File: src/rtl/render_sched_pkg.sv
// Shared types and widths for the per-frame render sequencer.
package render_sched_pkg;

    localparam int POSE_W  = 17;
    localparam int ANGLE_W = 16;
    localparam int BLOCK_W = 5;
    localparam int ADDR_W  = 15;

    typedef enum logic [2:0] {
        ST_IDLE   = 3'd0,
        ST_LATCH  = 3'd1,
        ST_RENDER = 3'd2,
        ST_DRAIN  = 3'd3,
        ST_EDIT   = 3'd4
    } state_e;

    function automatic logic is_busy(input state_e s);
        return (s == ST_LATCH) || (s == ST_RENDER) || (s == ST_DRAIN);
    endfunction

endpackage

File: src/rtl/render_sched_wdog.sv
// Clearable up-counter with a terminal flag raised once the count reaches a limit.
module render_sched_wdog #(
    parameter int WIDTH = 8
) (
    input  logic             clk,
    input  logic             rst_n,
    input  logic             clear,
    input  logic             en,
    input  logic [WIDTH-1:0] limit,
    output logic             term
);

    logic [WIDTH-1:0] count_q;
    logic [WIDTH-1:0] count_d;

    assign term = (count_q >= limit);

    // Counting stops at the limit so a stale count can never wrap past it.
    always_comb begin
        count_d = count_q;
        if (clear) begin
            count_d = '0;
        end else if (en && !term) begin
            count_d = count_q + 1'b1;
        end
    end

    always_ff @(posedge clk or negedge rst_n) begin
        if (!rst_n) begin
            count_q <= '0;
        end else begin
            count_q <= count_d;
        end
    end

endmodule

File: src/rtl/render_sched.sv
// Frame sequencer: latches the camera pose, runs and drains the ray-cast pipeline,
// and serves block-map edits only between frames.
module render_sched
    import render_sched_pkg::*;
#(
    parameter int H_DISP    = 480,
    parameter int V_DISP    = 272,
    parameter int DRAIN_CYC = 16,
    parameter int TIMEOUT   = 2**20
) (
    input  logic               PPL_clk,
    input  logic               rst_n,
    input  logic               frame_req,
    input  logic [POSE_W-1:0]  pose_x,
    input  logic [POSE_W-1:0]  pose_y,
    input  logic [POSE_W-1:0]  pose_z,
    input  logic [ANGLE_W-1:0] angle_x,
    input  logic [ANGLE_W-1:0] angle_y,
    input  logic               pix_valid,
    input  logic               edit_req,
    input  logic [ADDR_W-1:0]  edit_addr,
    input  logic [BLOCK_W-1:0] edit_data,
    output logic               edit_ack,
    output logic               ppl_rst,
    output logic [POSE_W-1:0]  ppl_pos_x,
    output logic [POSE_W-1:0]  ppl_pos_y,
    output logic [POSE_W-1:0]  ppl_pos_z,
    output logic [ANGLE_W-1:0] ppl_angle_x,
    output logic [ANGLE_W-1:0] ppl_angle_y,
    output logic [ADDR_W-1:0]  map_wr_addr,
    output logic [BLOCK_W-1:0] map_wr_data,
    output logic               map_wr_en,
    output logic               busy,
    output logic               frame_done,
    output logic [15:0]        frame_cnt,
    output logic [7:0]         drop_cnt,
    output logic               timeout_err
);

    localparam int NPIX = H_DISP * V_DISP;
    localparam int PIX_W = $clog2(NPIX);
    localparam int WD_W = $clog2(TIMEOUT) + 1;
    localparam logic [PIX_W-1:0] PIX_LAST = PIX_W'(NPIX - 1);
    localparam logic [WD_W-1:0] WD_TIMEOUT = WD_W'(TIMEOUT);
    localparam logic [WD_W-1:0] WD_DRAIN = WD_W'(DRAIN_CYC - 1);

    state_e state_q, state_d;

    logic [PIX_W-1:0]   pix_cnt_q;
    logic [POSE_W-1:0]  pos_x_q, pos_y_q, pos_z_q;
    logic [ANGLE_W-1:0] ang_x_q, ang_y_q;
    logic [15:0]        frame_cnt_q;
    logic [7:0]         drop_cnt_q;
    logic               abort_q;
    logic               timeout_err_q;

    logic               last_pix;
    logic               wd_clear;
    logic               wd_en;
    logic               wd_term;
    logic [WD_W-1:0]    wd_limit;

    assign last_pix = (state_q == ST_RENDER) && pix_valid && (pix_cnt_q == PIX_LAST);

    // One counter serves as the RENDER watchdog and then, restarted, as the DRAIN timer.
    assign wd_en    = (state_q == ST_RENDER) || (state_q == ST_DRAIN);
    assign wd_limit = (state_q == ST_DRAIN) ? WD_DRAIN : WD_TIMEOUT;
    assign wd_clear = (state_q == ST_LATCH) || ((state_q == ST_RENDER) && (state_d == ST_DRAIN));

    render_sched_wdog #(.WIDTH(WD_W)) u_wdog (
        .clk   (PPL_clk),
        .rst_n (rst_n),
        .clear (wd_clear),
        .en    (wd_en),
        .limit (wd_limit),
        .term  (wd_term)
    );

    always_ff @(posedge PPL_clk or negedge rst_n) begin
        if (!rst_n) begin
            state_q <= ST_IDLE;
        end else begin
            state_q <= state_d;
        end
    end

    always_comb begin
        state_d = state_q;
        case (state_q)
            ST_IDLE: begin
                if (frame_req) begin
                    state_d = ST_LATCH;
                end else if (edit_req) begin
                    state_d = ST_EDIT;
                end
            end
            ST_EDIT:   state_d = ST_IDLE;
            ST_LATCH:  state_d = ST_RENDER;
            ST_RENDER: begin
                if (last_pix || wd_term) begin
                    state_d = ST_DRAIN;
                end
            end
            ST_DRAIN: begin
                if (wd_term) begin
                    state_d = ST_IDLE;
                end
            end
            default:   state_d = ST_IDLE;
        endcase
    end

    always_comb begin
        ppl_rst     = 1'b1;
        busy        = is_busy(state_q);
        map_wr_en   = 1'b0;
        edit_ack    = 1'b0;
        frame_done  = 1'b0;
        map_wr_addr = '0;
        map_wr_data = '0;
        case (state_q)
            ST_RENDER: ppl_rst = 1'b0;
            ST_DRAIN: begin
                ppl_rst    = 1'b0;
                frame_done = wd_term && !abort_q;
            end
            ST_EDIT: begin
                map_wr_en   = 1'b1;
                edit_ack    = 1'b1;
                map_wr_addr = edit_addr;
                map_wr_data = edit_data;
            end
            default: ;
        endcase
    end

    // A completing pixel takes precedence over a watchdog expiry in the same cycle.
    always_ff @(posedge PPL_clk or negedge rst_n) begin
        if (!rst_n) begin
            pix_cnt_q     <= '0;
            pos_x_q       <= '0;
            pos_y_q       <= '0;
            pos_z_q       <= '0;
            ang_x_q       <= '0;
            ang_y_q       <= '0;
            frame_cnt_q   <= '0;
            drop_cnt_q    <= '0;
            abort_q       <= 1'b0;
            timeout_err_q <= 1'b0;
        end else begin
            if (state_q == ST_LATCH) begin
                pos_x_q   <= pose_x;
                pos_y_q   <= pose_y;
                pos_z_q   <= pose_z;
                ang_x_q   <= angle_x;
                ang_y_q   <= angle_y;
                pix_cnt_q <= '0;
                abort_q   <= 1'b0;
            end
            if ((state_q == ST_RENDER) && pix_valid && (pix_cnt_q != PIX_LAST)) begin
                pix_cnt_q <= pix_cnt_q + 1'b1;
            end
            if ((state_q == ST_RENDER) && wd_term && !last_pix) begin
                abort_q       <= 1'b1;
                timeout_err_q <= 1'b1;
            end
            if (frame_done) begin
                frame_cnt_q <= frame_cnt_q + 16'd1;
            end
            if (frame_req && busy && (drop_cnt_q != 8'hFF)) begin
                drop_cnt_q <= drop_cnt_q + 8'd1;
            end
        end
    end

    assign ppl_pos_x   = pos_x_q;
    assign ppl_pos_y   = pos_y_q;
    assign ppl_pos_z   = pos_z_q;
    assign ppl_angle_x = ang_x_q;
    assign ppl_angle_y = ang_y_q;
    assign frame_cnt   = frame_cnt_q;
    assign drop_cnt    = drop_cnt_q;
    assign timeout_err = timeout_err_q;

endmodule
File: config.mk
export PLATFORM = sky130hd
export DESIGN_NAME = render_sched
export DESIGN_NICKNAME = d
export VERILOG_FILES = /design/src/rtl/render_sched_pkg.sv /design/src/rtl/render_sched_wdog.sv /design/src/rtl/render_sched.sv
export SDC_FILE = /design/constraint.sdc
export NUM_CORES = 1
export LEC_CHECK = 0
export CELL_PAD_IN_SITES_DETAIL_PLACEMENT = 0
export CELL_PAD_IN_SITES_GLOBAL_PLACEMENT = 1
export CORE_ASPECT_RATIO = 1.25
export CORE_MARGIN = 4
export CORE_UTILIZATION = 29
export DETAILED_ROUTE_END_ITERATION = 6
export HOLD_SLACK_MARGIN = 0.06
export PLACE_DENSITY = 0.74
export SETUP_SLACK_MARGIN = 0.4
export SLEW_MARGIN = 20
export SYNTH_ARGS = -nofsm -noshare
export SYNTH_HDL_FRONTEND = slang
export SYNTH_SLANG_ARGS = --single-unit
File: constraint.sdc
create_clock -name PPL_clk -period 2.85 [get_ports PPL_clk]
set_input_delay 0.4275 -clock PPL_clk [delete_from_list [all_inputs] [get_ports PPL_clk]]
set_output_delay 0.4275 -clock PPL_clk [all_outputs]
set_load 0.05 [all_outputs]
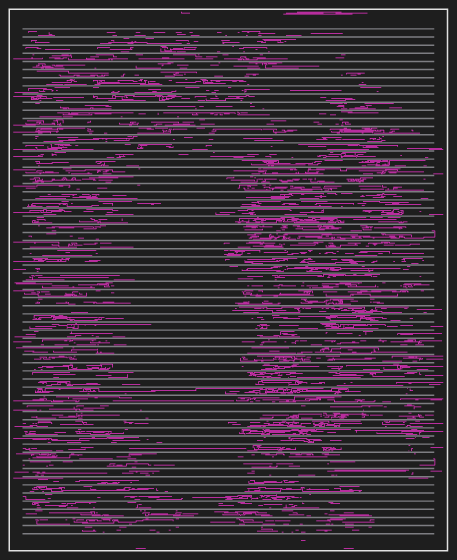
(images/m1.png)
Supply wires on this layer in gray.
longest straight run	40.4 um
share of all routed wire	42%
nets with wire on the layer	946
wire length on this layer	8580 um

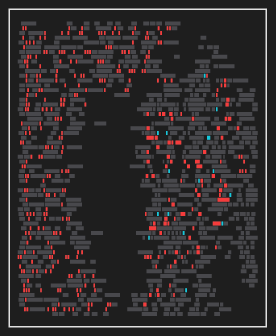
(images/gates.png)
family	color	cells
nand cells	red	337
inv cells	cyan	15

==> run summary <==
fresh numbers from the pnr run: status finished clean, met3 Use GR 6.52%, starting density of the core 29.7%, post-route cell area 10700 um2, Die H 180 um, register area share after synthesis 54.4%, Worst Skew 7.66 ps, Worst-path clk slew 70 ps, global route total overflow 0, Residual DRC 0, total length of routed wires 20400 um, Die Wd 146 um, Worst Path Required 2420 ps, Core Util, Final 46.1%, routing usage on met2 25.3%, VDD IR max 0.000408 V, hpwl dp 14100 um, CTS Buffer Depth 2, GP Congestion 0.806, Min-Delay Startpoint frame_cnt[15], GRT Total Usage 15.2%, vias in the first global route 6124, crit path DAT 2160 ps, Yosys cell types 49, worst slew pin tran 705 ps, 1st-iter DRT viols 264, DRT antenna net count 0, Worst Path Class, Setup reg -> out, Peak Freq 387 MHz, Power Density 555 nW/um2, Commonest Layout Cell nand2_1, DR WL/cell 15.8 um, Hold Path Cell Cnt 1, largest net degree at the start of global routing 71, Cells after DPL 1247, Post-synth regs 150, Tool Warnings 29, GR Layer Usage met1 17.9%, grt peak-use layer met2, root buf cell clkbuf_16, area of the core 23200 um2, total CTS buffers 17, Hold/Removal Path Class reg -> reg, worst-path cell chain nand3b_4 -> inv_4 -> ha_4 -> nand4_1 -> nand3_2 -> o32ai_4 -> buf_6 -> nor2_4 -> buf_6, period utilization 90.8%, syn_area_per_cell 9.28 um2, Mapped Cells 743, r2r startpoint state_q[0], worst r2r path cells 9, syn_nets 860, total clock sinks 150, normalized max-slew margin 53.0%, most common logic cells in the final layout 278 x nand2_1, 214 x clkdlybuf4s50_1, 150 x dfrtp_1, vias 6056, Detailed Routing Iterations Pass 1 4, Synth-to-Final Area Change 55.0%, chip area 26300 um2, most frequent cell on the critical path buf_6, pins over their slew limit 0, Largest stage delay, worst path 380 ps, leakage power 4.90 nW, Max Cap Viol 0, non-filler instance count after layout 1290, Crit Reg-Reg Endpoint u_wdog.count_q[2], flop-to-flop setup slack 530 ps, Final Critical Period 2590 ps, worst path bufs/invs 3, Synth Cell Area 6890 um2, worst-path fanout max 5, initial antenna violation count 0, Final Hold Fails 0, endpoints failing setup 0, crit end category output pin, Worst setup SP type flop, yosys stat area 6890 um2, insertion delay at the late pin of the worst-skew pair 430 ps, Setup TNS Final 0 ps, CTS tree built, H-tree depth 4, hold path endpoint frame_cnt[15], nets 1106, # IOs 241, Rows 62, vias per inst 4.69, # port buffers 240, share of cells above drive strength 1 12.1%, first-pass GRT wire length 32500 um, CP max-delay cell dfrtp_1, n_diodes 0
==> kinds of logic after synthesis <==
| family | after synthesis | synth area share, % |
|---|---|---|
| adders and majority gates | 9 | 1.63 |
| AOI/OAI and AO/OA | 59 | 6.01 |
| buffers and inverters | 54 | 3.39 |
| muxes | 4 | 0.617 |
| DFF | 150 | 54.4 |
| and+or+nand+nor | 427 | 28.8 |
| xor gates and xnor gates | 40 | 5.08 |
==> layout make-up <==
class / instances / area [um2]
Fill cell: 2177 / 12500
Sequential cell: 150 / 3750
Timing Repair Buffer: 265 / 2790
Multi-Input combinational cell: 540 / 3060
Clock buffer: 19 / 453
Tap cell: 288 / 360
Clock inverter: 13 / 218
Inverter: 15 / 58.8
==> metal layers <==
layer  share of wire [%]  vias to the layer above
met1                  42                     2871
met4                 1.4                        0
met3                 8.7                       20
li1                    -                     2963
met5                   0                        -
met2                  48                      202
==> synth_stat cells, drive strengths merged <==
master  instances  share of area, %
and3           26               2.4
nand2         278                15
and4            4              0.51
nor3           16               1.2
o31ai           3              0.33
mux2i           2              0.29
o21ai          21               1.5
xor2           29               3.7
inv            15              0.82
nand2b          5              0.45
buf            16               1.3
nor3b           1              0.11
and2            5              0.45
o211ai          5              0.62
or2             1             0.091
nand4b          2              0.25
o32ai           1              0.40
nand3          26               1.9
nor4b           2              0.47
o311ai          1              0.24
a21oi          18               1.5
nand3b          1              0.29
o21bai          1              0.11
a311oi          1              0.22
xnor2          11               1.4
ha              9               1.6
or3             7              0.64
dfrtp         150                54
nand4          25               2.5
o32a            1              0.15
nor4           12               1.5
mux2            2              0.33
a31oi           1             0.091
nor2b           1             0.091
or4             2              0.27
a22oi           6              0.87
nor2           13              0.71
clkbuf         23               1.3
==> flip-flops by register name, indices dropped and copies added (netlist names) <==
register        count
frame_cnt          16
ppl_angle_x        16
timeout_err         1
abort_q             1
ppl_pos_x          17
ppl_pos_z          17
u_wdog.count_q     21
ppl_pos_y          17
pix_cnt_q          17
state_q             3
ppl_angle_y        16
drop_cnt            8
==> worst max-delay path by stage <==
stage / startpoint / endpoint / slack [ps] / cells after the start
global placement: state_q[2] / u_wdog.count_q[19] / 290 / 7
floorplan: state_q[2] / frame_cnt[1] / 380 / 8
CTS: state_q[2] / frame_done / 150 / 8
finish: state_q[2] / frame_done / 260 / 9
global route: state_q[2] / frame_done / 170 / 9
detailed placement: state_q[2] / u_wdog.count_q[1] / 240 / 7
==> stage by stage <==
stage	hold slack, ps	worst slack (ps)	power (W)
final	471	263	0.00593
after global routing	492	171	0.00617
after CTS	473	151	0.00602
after detailed placement	457	238	0.00341
after global placement	454	286	0.00340
after floorplan	132	384	0.00293
==> timing repair <==
item                                    CTS  global route
endpoints found under the hold margin    43             0
gates resized                             6            22
pin swaps                                 1             7
buffers inserted                          2             7
hold buffers                              1             0
gates cloned                              0             1
endpoints found under the setup margin   23            24
==> report_power, final <==
part | internal [W] | total, W | switching [W]
Combinational | 0.000397 | 0.000984 | 0.000587
Sequential | 0.00226 | 0.00238 | 0.000119
Clock | 0.00161 | 0.00257 | 0.000959
Power and IR drop assume default switching activity.
